### src/rtl/adder_serial_if.sv
// Request/result bundle for the digit-serial adder/subtractor.
// The master side issues operations and the slave side returns results.
interface adder_serial_if #(
   parameter int WIDTH = 8
) ();
   logic             i_start;
   logic [WIDTH-1:0] i_a;
   logic [WIDTH-1:0] i_b;
   logic             i_carry;
   logic             i_mode;
   logic             o_busy;
   logic             o_done;
   logic [WIDTH-1:0] o_sum;
   logic             o_carry;
   logic             o_overflow;

   modport master (
      output i_start, i_a, i_b, i_carry, i_mode,
      input  o_busy, o_done, o_sum, o_carry, o_overflow
   );

   modport slave (
      input  i_start, i_a, i_b, i_carry, i_mode,
      output o_busy, o_done, o_sum, o_carry, o_overflow
   );
endinterface

### src/rtl/adder_serial.sv
// Digit-serial adder/subtractor: DIGIT bits per RUN cycle, LSB first, with a
// three-state IDLE/RUN/DONE controller and held result registers.
module adder_serial #(
   parameter int WIDTH = 8,
   parameter int DIGIT = 2
) (
   input  logic          clk,
   input  logic          rst,
   adder_serial_if.slave bus
);
   localparam int NDIG = WIDTH / DIGIT;
   localparam int CW   = (NDIG > 1) ? $clog2(NDIG) : 1;

   typedef enum logic [1:0] {IDLE, RUN, DONE} state_t;

   state_t           state, state_next;
   logic [WIDTH-1:0] a_sh, b_sh, acc, acc_next;
   logic             c;
   logic [CW-1:0]    cnt;
   logic             accept, last;
   logic [DIGIT:0]   dsum;
   logic             ovf_next;

   always_ff @(posedge clk or posedge rst) begin
      if (rst) state <= IDLE;
      else     state <= state_next;
   end

   // NOTE: every output of this block gets a default first so no path leaves
   // a signal unassigned, which would otherwise infer a latch.
   always_comb begin
      state_next = state;
      accept     = 1'b0;
      last       = 1'b0;
      bus.o_busy = (state != IDLE);
      bus.o_done = (state == DONE);
      case (state)
         IDLE: if (bus.i_start) begin
            accept     = 1'b1;
            state_next = RUN;
         end
         RUN: if (cnt == CW'(NDIG - 1)) begin
            last       = 1'b1;
            state_next = DONE;
         end
         DONE:    state_next = IDLE;
         default: state_next = IDLE;
      endcase
   end

   // One digit of the ripple sum; the new digit enters the accumulator at the
   // top so that after NDIG shifts the first digit sits at bit 0.
   always_comb begin
      dsum     = {1'b0, a_sh[DIGIT-1:0]} + {1'b0, b_sh[DIGIT-1:0]} + (DIGIT+1)'(c);
      acc_next = (acc >> DIGIT) | (WIDTH'(dsum[DIGIT-1:0]) << (WIDTH - DIGIT));
      // Same-sign operands producing an opposite-sign result; equivalent to
      // carry-into-MSB XOR carry-out-of-MSB on the last digit.
      ovf_next = (a_sh[DIGIT-1] == b_sh[DIGIT-1]) && (dsum[DIGIT-1] != a_sh[DIGIT-1]);
   end

   // NOTE: state is written with non-blocking assignments so every register
   // in this block samples pre-edge values, independent of statement order.
   always_ff @(posedge clk or posedge rst) begin
      if (rst) begin
         a_sh           <= '0;
         b_sh           <= '0;
         acc            <= '0;
         c              <= 1'b0;
         cnt            <= '0;
         bus.o_sum      <= '0;
         bus.o_carry    <= 1'b0;
         bus.o_overflow <= 1'b0;
      end else if (accept) begin
         // Subtraction is A + ~B + ~borrow, so o_carry reads 1 for no borrow.
         a_sh <= bus.i_a;
         b_sh <= bus.i_mode ? ~bus.i_b : bus.i_b;
         c    <= bus.i_mode ? ~bus.i_carry : bus.i_carry;
         acc  <= '0;
         cnt  <= '0;
      end else if (state == RUN) begin
         a_sh <= a_sh >> DIGIT;
         b_sh <= b_sh >> DIGIT;
         c    <= dsum[DIGIT];
         acc  <= acc_next;
         cnt  <= last ? '0 : cnt + CW'(1);
         if (last) begin
            bus.o_sum      <= acc_next;
            bus.o_carry    <= dsum[DIGIT];
            bus.o_overflow <= ovf_next;
         end
      end
   end
endmodule

### src/flat_wrapper.sv
// flat-port wrapper written by rule: the top's interface ports become plain ports
module adder_serial_flat 
#(
   parameter int WIDTH = 8,
   parameter int DIGIT = 2
)
  (clk, rst, bus_i_start, bus_i_a, bus_i_b, bus_i_carry, bus_i_mode, bus_o_busy, bus_o_done, bus_o_sum, bus_o_carry, bus_o_overflow);
  adder_serial_if #(.WIDTH(WIDTH)) bus_i ();
  input  logic clk;
  input  logic rst;
  input wire logic [$bits(bus_i.i_start)-1:0] bus_i_start;
  input wire logic [$bits(bus_i.i_a)-1:0] bus_i_a;
  input wire logic [$bits(bus_i.i_b)-1:0] bus_i_b;
  input wire logic [$bits(bus_i.i_carry)-1:0] bus_i_carry;
  input wire logic [$bits(bus_i.i_mode)-1:0] bus_i_mode;
  output wire logic [$bits(bus_i.o_busy)-1:0] bus_o_busy;
  output wire logic [$bits(bus_i.o_done)-1:0] bus_o_done;
  output wire logic [$bits(bus_i.o_sum)-1:0] bus_o_sum;
  output wire logic [$bits(bus_i.o_carry)-1:0] bus_o_carry;
  output wire logic [$bits(bus_i.o_overflow)-1:0] bus_o_overflow;
  assign bus_i.i_start = bus_i_start;
  assign bus_i.i_a = bus_i_a;
  assign bus_i.i_b = bus_i_b;
  assign bus_i.i_carry = bus_i_carry;
  assign bus_i.i_mode = bus_i_mode;
  assign bus_o_busy = bus_i.o_busy;
  assign bus_o_done = bus_i.o_done;
  assign bus_o_sum = bus_i.o_sum;
  assign bus_o_carry = bus_i.o_carry;
  assign bus_o_overflow = bus_i.o_overflow;
  adder_serial #(.WIDTH(WIDTH), .DIGIT(DIGIT)) u_core (.clk(clk), .rst(rst), .bus(bus_i));
endmodule
### config.mk
export PLATFORM = sky130hd
export DESIGN_NAME = adder_serial_flat
export DESIGN_NICKNAME = d
export VERILOG_FILES = /design/src/rtl/adder_serial_if.sv /design/src/rtl/adder_serial.sv /design/src/flat_wrapper.sv
export SDC_FILE = /design/constraint.sdc
export NUM_CORES = 1
export LEC_CHECK = 0
export CAP_MARGIN = 20
export CORE_MARGIN = 2
export CORE_UTILIZATION = 38
export CTS_CLUSTER_DIAMETER = 40
export DETAILED_ROUTE_END_ITERATION = 16
export GPL_TIMING_DRIVEN = 0
export SLEW_MARGIN = 0
export SYNTH_ARGS = -nofsm -noshare
export SYNTH_HDL_FRONTEND = slang
export SYNTH_SLANG_ARGS = --single-unit
### constraint.sdc
create_clock -name clk -period 5.2 [get_ports clk]
set_clock_uncertainty 0.15 [all_clocks]
set_input_delay 1.04 -clock clk [delete_from_list [all_inputs] [get_ports clk]]
set_output_delay 1.04 -clock clk [all_outputs]
set_load 0.01 [all_outputs]
Run 1, routed clock nets over the placement:
Drawn at 4 px/um.
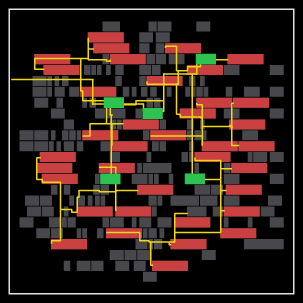
- flip-flops: red (count 37)
- cells driving clock nets: green (count 5)
- clock wires: yellow (length 456 um)
- routed clock nets: 6

Run 1, signal wires by layer:
Drawn at 6 px/um.
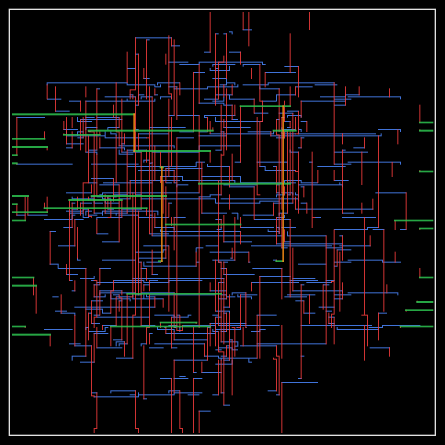
- met3: green (wire length 245 um)
- met2: red (wire length 1610 um)
- met1: blue (wire length 1470 um)
- met4: orange (wire length 47.6 um)
Overall Global Routing Usage: 14.9%
Detailed Route WL: 3380 um

==> results.cfg, run 1 <==
; implementation run metrics
[status]
status = complete, no violations

[place]
place_congestion = 0.728
portBuffers = 31
placedCellCount = 248
postPlaceCellArea_um2 = 2100

[power_and_ir_drop]
sw_frac_of_total_pct = 36.5
leakagePower_uw = 0.00103
p_sw_uw = 471
pwr-share-comb_pct = 44.3
clkPwrFrac_pct = 17.0
total_power_uw = 1290
p_per_area_nw_per_um2 = 587
ir_drop_uv = 171
pwr-share-seq_pct = 38.7

[synth]
yosysSeqAreaShare_pct = 54.7
area_leaders = dfrtp_1 (55%), nand2_1 (7.5%), mux2_2 (5.3%), nand3_1 (4.7%), buf_2 (3.2%)
syn_nets = 189
synth_flops = 37
yosysTopAreaCell = dfrtp_1
synth_cell_type_count = 27
ys_chip_area_um2 = 1690
synth_top_area_share_pct = 54.7
yosysWarnings = 0
synth_area_um2 = 1690
avgSynthCellArea_um2 = 10.3

[finish]
fillers = 413
antenna_cells = 0
fin_nets = 228
stdcell_area_um2 = 2200
final-comb-area_um2 = 679
syn2layout_area_growth_pct = 29.8
fin_cells = 256
flop_area_um2 = 926

[cts]
hold_buffers = 0
numCtsBuffers = 5
clockBufferDepth = 2
clkLatencyLatePin_ns = 0.29
post_cts_resized = 0
postCtsSetupRepairBufs = 0
h-tree-depth = 2
path_clk_slew_ns = 0.07
cts.sinks = 37

[global_route]
overflow = 0
antenna_found_initial = 0
first_global_vias = 1246
grt_max_degree = 21
grt_pass1_wl_um = 5930

[floorplanning]
chipArea_um2 = 5010
die_width_um = 70.8
num_rows = 24
core_area_um2 = 4320
pin_count = 33
initCoreUtil_pct = 39.2
die_h_um = 70.8

[detailed_routing]
via_per_inst = 5.17
vias = 1323
drt_iter0_markers = 60
route.detailed.drc = 0

[final_timing]
grt_setup_unrepaired = no
finalCriticalPeriod_ns = 2.68
hold_violations = 0
max_freq_ghz = 0.373
tightest_slew_ns = 0.787
fin_hold_ws_ns = 0.340
tns_ns = 0
setup_ws_ns = 2.52
fin_crit_sh_pct = 51.6

[flow_run]
max_cap_viol_count = 0
warnings = 27

[setup_path]
worstSetupPathType = reg2out
crit_path_end_kind = primary output
worstSetupStartpointType = flip-flop
crit_required_ns = 4.01
crit_path_max_fanout = 7
rrSetupSlack_ns = 3.26
critical_path_arrival_ns = 1.49
Run 1, a small window of the routed layout:
Region (43, 8) to (63, 28) um. Cells in grey, sequential cells in the stronger grey; small squares are vias.
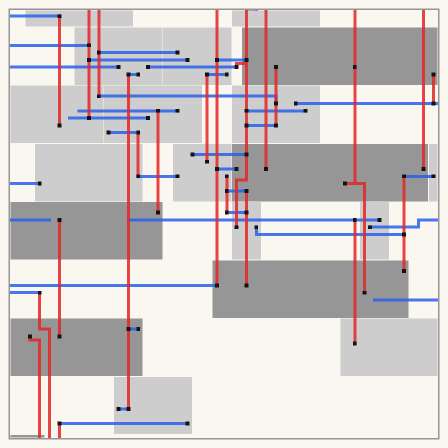
- met2: red
- met1: blue
- sequential cells in the window: 5
- most frequent: dfrtp_1 (5), mux2_2 (2)
- cells with their middle in the window: 15
- netlist names of flops here include: u_core.bus.o_sum (2)

Run 1, track usage over the die:
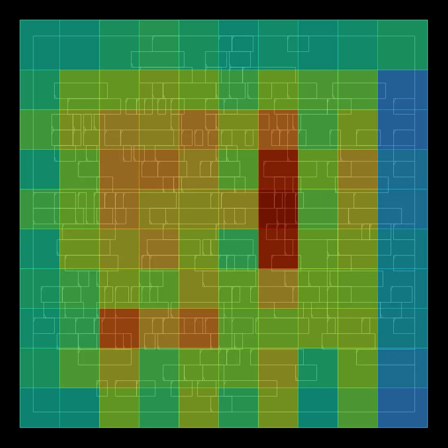
Final Core Density: 50.8%
met2 Usage GRT: 23.8%
DR WL/cell: 13.2 um

-- run 1: layout by cell type, fill, tap and decap left out, drive strengths merged, types with 6 or more instances in the layout --
cell | Yosys | layout
a22oi | 6 | 6
buf | 12 | 13
clkbuf | 0 | 7
clkdlybuf4s50 | 0 | 31
dfrtp | 37 | 37
inv | 6 | 6
mux2 | 8 | 8
nand2 | 34 | 34
nand3 | 16 | 16
nor2 | 8 | 8
-- run 1: state kept, by name, indices dropped and copies added, names as in the netlist --
| register | cells |
|---|---|
| u_core.a_sh | 8 |
| u_core.acc | 6 |
| u_core.b_sh | 8 |
| u_core.bus.o_carry | 1 |
| u_core.bus.o_overflow | 1 |
| u_core.bus.o_sum | 8 |
| u_core.c | 1 |
| u_core.cnt | 2 |
| u_core.state | 2 |
-- run 1: final cells by class --
| type | instances | share of cell area [%] |
|---|---|---|
| Sequential cell | 37 | 42.1 |
| Multi-Input combinational cell | 109 | 30.9 |
| Timing Repair Buffer | 32 | 15.4 |
| Clock buffer | 7 | 4.38 |
| Buffer | 12 | 3.02 |
| Tap cell | 52 | 2.96 |
| Inverter | 6 | 1.02 |
| Clock inverter | 1 | 0.228 |
-- run 1: final timing paths --
kind	to	cells after the start	start
min in group asynchronous	u_core.b_sh[1]$_DFFE_PP0P_	2	rst
max in group asynchronous	u_core.cnt[1]$_DFFE_PP0P_	3	rst
max reg2reg	u_core.bus.o_overflow$_DFFE_PP0P_	6	u_core.c$_DFFE_PP0P_
min reg2reg	u_core.bus.o_overflow$_DFFE_PP0P_	2	u_core.bus.o_overflow$_DFFE_PP0P_
min	u_core.bus.o_overflow$_DFFE_PP0P_	2	u_core.bus.o_overflow$_DFFE_PP0P_
max	bus_o_busy	2	u_core.state[0]$_DFFE_PP0P_
-- run 1: kinds of logic after synthesis --
kind of cell	after synthesis	share of synthesized area, %
simple gates	66	17.4
buf+inv	18	5.24
xor+xnor	10	5.17
compound gates	21	8.34
mux	8	5.32
flops	37	54.7
fa+ha+maj	4	3.84
-- run 1: synth_stat cells, drive strengths merged --
master / number
xor2: 5
nor2b: 2
a21oi: 1
or3: 1
mux2: 8
ha: 2
inv: 6
nand2: 34
nand3b: 1
or2: 1
nor3b: 1
nor2: 8
xnor2: 5
nand3: 16
a22oi: 6
fa: 2
dfrtp: 37
o21ai: 5
o31ai: 2
a221o: 2
or3b: 1
buf: 12
nand2b: 1
a31oi: 5
-- run 1: metal layers --
| metal | vias to the layer above | wire [um] | track usage [%] |
|---|---|---|---|
| li1 | 622 | - | - |
| met1 | 642 | 1470 | 20.6 |
| met2 | 53 | 1610 | 23.8 |
| met3 | 6 | 244 | 2.99 |
| met4 | 0 | 47 | 4.40 |
| met5 | - | 0 | 0 |
-- run 1: worst max-delay path, cell delays in order (launching register included) --
cell	delay (ns)
dfrtp_1	0.43
or2_2	0.30
clkdlybuf4s50_1	0.47
-- run 1: power groups by stage --
stage	Clock (uW)	Sequential, uW	Combinational (uW)
after global placement	0	500	565
after floorplan	0	505	367
after detailed placement	0	508	579
after CTS	226	501	582
after global routing	236	521	645
final	220	499	572
--- run 2 (diff from run 1) ---
- clock period: 5.2 -> 2.2 ns (I/O delays scaled with it)
==> results.cfg, run 2 <==
; implementation run metrics
[global_route]
grt_max_degree = 21
antenna_found_initial = 0
first_global_vias = 1246
grt_usage_pct = 14.9
grt_pass1_wl_um = 5930

[flow_run]
warnings = 27
max_cap_viol_count = 0

[synth]
yosysTopAreaCell = dfrtp_1
synth_flops = 37
synth_cell_type_count = 27
top_cell = dfrtp_1
common_cells = dfrtp_1 (37), nand2_1 (34), nand3_1 (16)
synth_area_um2 = 1690
synth-main-ff-cell = dfrtp_1
synth-edff-count = 0
avgSynthCellArea_um2 = 10.3

[setup_path]
crit_path_end_kind = primary output
crit_required_ns = 1.61
r2r_start = u_core.c$_DFFE_PP0P_
worstSetupPathType = reg2out
crit_path_max_fanout = 7
rr_worst_depth = 6
critical_path_arrival_ns = 1.49

[detailed_routing]
route.detailed.drc = 0
wl_um = 3380
wire_per_inst_um = 13.2
drt_iter0_markers = 60
vias = 1323
via_per_inst = 5.17

[finish]
lay_top_cells = dfrtp_1 (37), nand2_1 (34), clkdlybuf4s50_1 (31)
antenna_cells = 0
fin_cells = 256
fillers = 413
syn2layout_area_growth_pct = 29.8
reg_top3 = u_core.a_sh x8, u_core.b_sh x8, u_core.bus.o_sum x8

[min_path]
whs_path_depth = 2
min_from = u_core.bus.o_overflow$_DFFE_PP0P_
holdPathEnd = u_core.bus.o_overflow$_DFFE_PP0P_

[final_timing]
fin_crit_sh_pct = 94.7
grt_setup_unrepaired = no
hold_violations = 0
tns_ns = 0
tightest_slew_ns = 0.787
max_freq_ghz = 0.480

[cts]
path_clk_slew_ns = 0.07
h-tree-depth = 2
post_cts_resized = 0
clockBufferDepth = 2

[floorplanning]
die_width_um = 70.8
die_h_um = 70.8
chipArea_um2 = 5010
core_area_um2 = 4320
initCoreUtil_pct = 39.2
pin_count = 33

[place]
placedCellCount = 248
postPlaceCellArea_um2 = 2100
place_congestion = 0.728
portBuffers = 31

[status]
status = complete, no violations

[power_and_ir_drop]
leakagePower_uw = 0.00103
p_per_area_nw_per_um2 = 1390
## run 2: cell counts after synthesis
No cell type changed its count.
## run 2: worst max path at each step
stage / start / to / slack, ns / cells past startpoint
after global placement: rst / u_core.a_sh[7]$_DFFE_PP0P_ / -0.03 / 2
after detailed placement: bus_i_start / u_core.a_sh[1]$_DFFE_PP0P_ / 0.15 / 6
final: u_core.state[0]$_DFFE_PP0P_ / bus_o_busy / 0.12 / 2
after CTS: u_core.state[0]$_DFFE_PP0P_ / bus_o_busy / 0.10 / 2
after global routing: u_core.state[0]$_DFFE_PP0P_ / bus_o_busy / 0.06 / 2
after floorplan: u_core.c$_DFFE_PP0P_ / u_core.bus.o_overflow$_DFFE_PP0P_ / 0.37 / 6
## run 2: power by group
group          switching (uW)  total (uW)  internal [uW]
Clock                     236         519            283
Combinational             691        1350            661
Sequential                186        1180            994
## run 2: cells by family (layout without fill, tap and decap cells)
logic type	count (synthesis)	after routing	share of synthesized area, %
buffers and inverters	18	58	5.24
multiplexers	8	8	5.32
XOR/XNOR	10	10	5.17
AND/OR/NAND/NOR	66	66	17.4
adder cells (fa/ha/maj)	4	4	3.84
AND-OR/OR-AND	21	21	8.34
flip-flops	37	37	54.7
## run 2: critical path, cell delays in order, from the launching register on
cell and delay [ns]:
dfrtp_1 0.43, or2_2 0.30, clkdlybuf4s50_1 0.47
## run 2: cell type report
cell class | instances | area [um^2] | area share, %
well taps | 52 | 65.1 | 2.96
inverters | 6 | 22.5 | 1.02
multi-input cells | 109 | 679 | 30.9
clock inverters | 1 | 5.00 | 0.228
clock buffers | 7 | 96.3 | 4.38
flip-flops and latches | 37 | 926 | 42.1
repair buffers | 32 | 338 | 15.4
plain buffers | 12 | 66.3 | 3.02
## run 2: per-stage QoR
stage	power, uW	hold slack (ns)	util (%)
6_report	3050	0.340	50.8
2_1_floorplan	2060	0.307	-
3_5_place_dp	2570	0.333	48.5
3_3_place_gp	2520	0.313	47.9
5_1_grt	3310	0.374	50.8
4_1_cts	3100	0.350	50.8
## run 2: layer usage
| layer | GRT usage, % | up-vias | routed length, um |
|---|---|---|---|
| li1 | - | 622 | - |
| met1 | 20.6 | 642 | 1470 |
| met2 | 23.8 | 53 | 1610 |
| met3 | 2.99 | 6 | 244 |
| met4 | 4.40 | 0 | 47 |
| met5 | 0 | - | 0 |
Run 2, routed clock nets over the placement:
Drawn at 4 px/um.
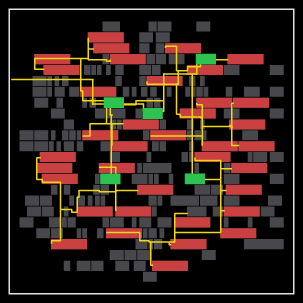
- clock wires: yellow (length 456 um)
- cells driving clock nets: green (count 5)
- flip-flops: red (count 37)
- routed clock nets: 6
Clk power: 519 uW
Latency at later pin: 0.29 ns
clock power share: 17.0%

--- run 3 (diff from run 2) ---
- REMOVE_ABC_BUFFERS: default -> 1
==> results.cfg, run 3 <==
; implementation run metrics
[status]
status = complete, no violations

[final_timing]
finalCriticalPeriod_ns = 2.11
fin_crit_sh_pct = 95.8
hold_violations = 0
max_freq_ghz = 0.474
tightest_slew_ns = 0.982
setup_ws_ns = 0.0923
finalMaxSlewViolations = 0
grt_setup_unrepaired = no
tns_ns = 0
setup_viol = 0

[cts]
clock-root-buffer = clkbuf_8
clkLatencyLatePin_ns = 0.28
numCtsBuffers = 5
path_clk_slew_ns = 0.07
h-tree-depth = 2
clockBufferDepth = 2
cts_tree = yes

[min_path]
holdPathEnd = u_core.bus.o_overflow$_DFFE_PP0P_
min_from = u_core.bus.o_overflow$_DFFE_PP0P_
whs_path_depth = 2
hold_class = reg2reg

[setup_path]
crit_path_end_kind = primary output
rrSetupSlack_ns = 0.21
rr_worst_depth = 3
crit_path_max_fanout = 7
worst-path-stages = 2
crit_required_ns = 1.61
worstSetupPathType = reg2out
crit_chain = or2_2 -> clkdlybuf4s50_1
r2r_start = u_core.state[0]$_DFFE_PP0P_
r2r-end = u_core.b_sh[5]$_DFFE_PP0P_
path_delay_family = buffers and inverters
cp_slowest_stage_delay_ns = 0.48
crit_buf_inv = 1
crit_slowest_cell = clkdlybuf4s50_1
critical_path_arrival_ns = 1.52
worstSetupStartpointType = flip-flop

[finish]
antenna_cells = 0
lay_top_cells = dfrtp_1 (37), nand2_1 (34), clkdlybuf4s50_1 (32)
reg_top3 = u_core.a_sh x8, u_core.b_sh x8, u_core.bus.o_sum x8
fin_nets = 218
final_core_util_pct = 49.5
fillers = 390
final_common_cell = dfrtp_1
stdcell_area_um2 = 2140
syn2layout_area_growth_pct = 26.4

[synth]
yosysTopAreaCell = dfrtp_1
synth_top_area_share_pct = 54.7
common_cells = dfrtp_1 (37), nand2_1 (34), nand3_1 (16)
synth_cells = 164
yosysSeqAreaShare_pct = 54.7
area_leaders = dfrtp_1 (55%), nand2_1 (7.5%), mux2_2 (5.3%), nand3_1 (4.7%), buf_2 (3.2%)
synth_cell_type_count = 27
synth-main-ff-cell = dfrtp_1
synth-edff-count = 0
yosysWarnings = 0
synth_area_um2 = 1690
ys_cells = 164
synth_flops = 37
avgSynthCellArea_um2 = 10.3
top_cell = dfrtp_1
async_flop_share_pct = 100

[place]
dp_worst_setup_slack_ns = -0.262
postPlaceCellArea_um2 = 2050
place_congestion = 0.691
portBuffers = 32

[global_route]
grt_usage_pct = 13.5
overflow = 0
antenna_found_initial = 0
grt_max_degree = 32
grt_pass1_wl_um = 5290
first_global_vias = 1194

[floorplanning]
pin_count = 33
die_width_um = 70.8
initCoreUtil_pct = 39.2
die_h_um = 70.8
chipArea_um2 = 5010
core_area_um2 = 4320

[flow_run]
warnings = 26
max_cap_viol_count = 0

[power_and_ir_drop]
total_power_uw = 2890
leakagePower_uw = 0.000986
p_per_area_nw_per_um2 = 1350
ir_drop_uv = 489

[detailed_routing]
antenna_left = 0
via_per_inst = 4.98
drt_first_pass_iters = 4
wl_um = 3100
wire_per_inst_um = 12.7
drt_iter0_markers = 99
vias = 1219
route.detailed.drc = 0
-- run 3: cell counts after synthesis --
Identical to the previous run, type by type.
-- run 3: worst max path at each step --
stage | end | slack (ns) | start
2_1_floorplan | u_core.b_sh[5]$_DFFE_PP0P_ | 0.32 | u_core.state[0]$_DFFE_PP0P_
3_3_place_gp | u_core.b_sh[5]$_DFFE_PP0P_ | -0.55 | bus_i_start
3_5_place_dp | u_core.b_sh[5]$_DFFE_PP0P_ | -0.26 | bus_i_start
4_1_cts | u_core.b_sh[5]$_DFFE_PP0P_ | 0.05 | bus_i_start
5_1_grt | u_core.b_sh[5]$_DFFE_PP0P_ | 0.004 | bus_i_start
6_report | bus_o_busy | 0.09 | u_core.state[0]$_DFFE_PP0P_
-- run 3: layout make-up --
type | count | area (um^2) | share of cell area (%)
clock buffer | 7 | 86.3 | 4.03
inverter | 6 | 22.5 | 1.05
multi-input combinational | 109 | 687 | 32.1
sequential | 37 | 926 | 43.2
tap | 52 | 65.1 | 3.04
timing repair buffer | 34 | 355 | 16.6
-- run 3: timing repair --
action	in CTS	in global routing
buffers inserted	0	0
hold buffers	0	0
resized	0	1
endpoints found under the setup margin	0	2
-- run 3: cell families after synthesis --
group | after synthesis | synth area share (%)
AOI/OAI and AO/OA | 21 | 8.34
xor gates and xnor gates | 10 | 5.17
adders and majority gates | 4 | 3.84
buffers and inverters | 18 | 5.24
DFF | 37 | 54.7
muxes | 8 | 5.32
and+or+nand+nor | 66 | 17.4
-- run 3: layer usage --
metal / GRT usage [%] / part of all wire, % / routed length [um] / up-vias
li1: - / - / - / 600
met1: 17.1 / 47 / 1460 / 586
met2: 22.2 / 48 / 1480 / 33
met3: 5.13 / 5.2 / 160 / 0
met4: 2.52 / 0 / 0 / 0
met5: 0 / 0 / 0 / -
-- run 3: power breakdown --
part	switching [uW]	total, uW	leakage (uW)	internal [uW]
Clock	217	465	0.0000443	248
Combinational	641	1250	0.000475	605
Sequential	189	1180	0.000466	995
Total	1050	2890	0.000986	1850
-- run 3: worst reg2reg max path: stages, from the launching register on --
cell     delay [ns]
dfrtp_1        0.45
nor2b_2        0.75
nor2_1         0.18
a221o_1        0.33
-- run 3: stage by stage --
step	instances	hold slack [ns]
after floorplan	152	0.307
after global placement	236	0.316
after detailed placement	238	0.326
after CTS	245	0.341
after global routing	245	0.373
final	245	0.334
Run 3, a small window of the routed layout:
Region (43, 8) to (63, 28) um. Cells in grey, sequential cells in the stronger grey; small squares are vias.
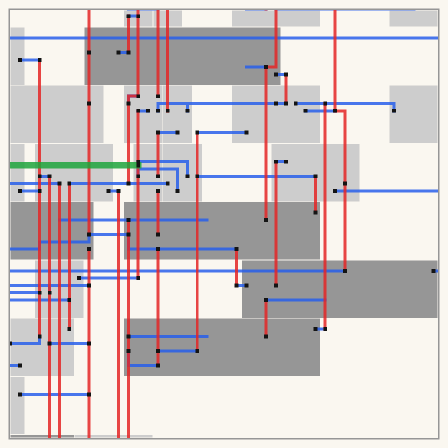
- met1: blue
- met2: red
- met3: green
- cells with their middle in the window: 15
- sequential cells in the window: 4
- netlist names of flops here include: u_core.acc (2), u_core.bus.o_sum (2)
- most frequent: dfrtp_1 (4)

Power figures rest on the tool's default switching activity, not on a simulated workload.
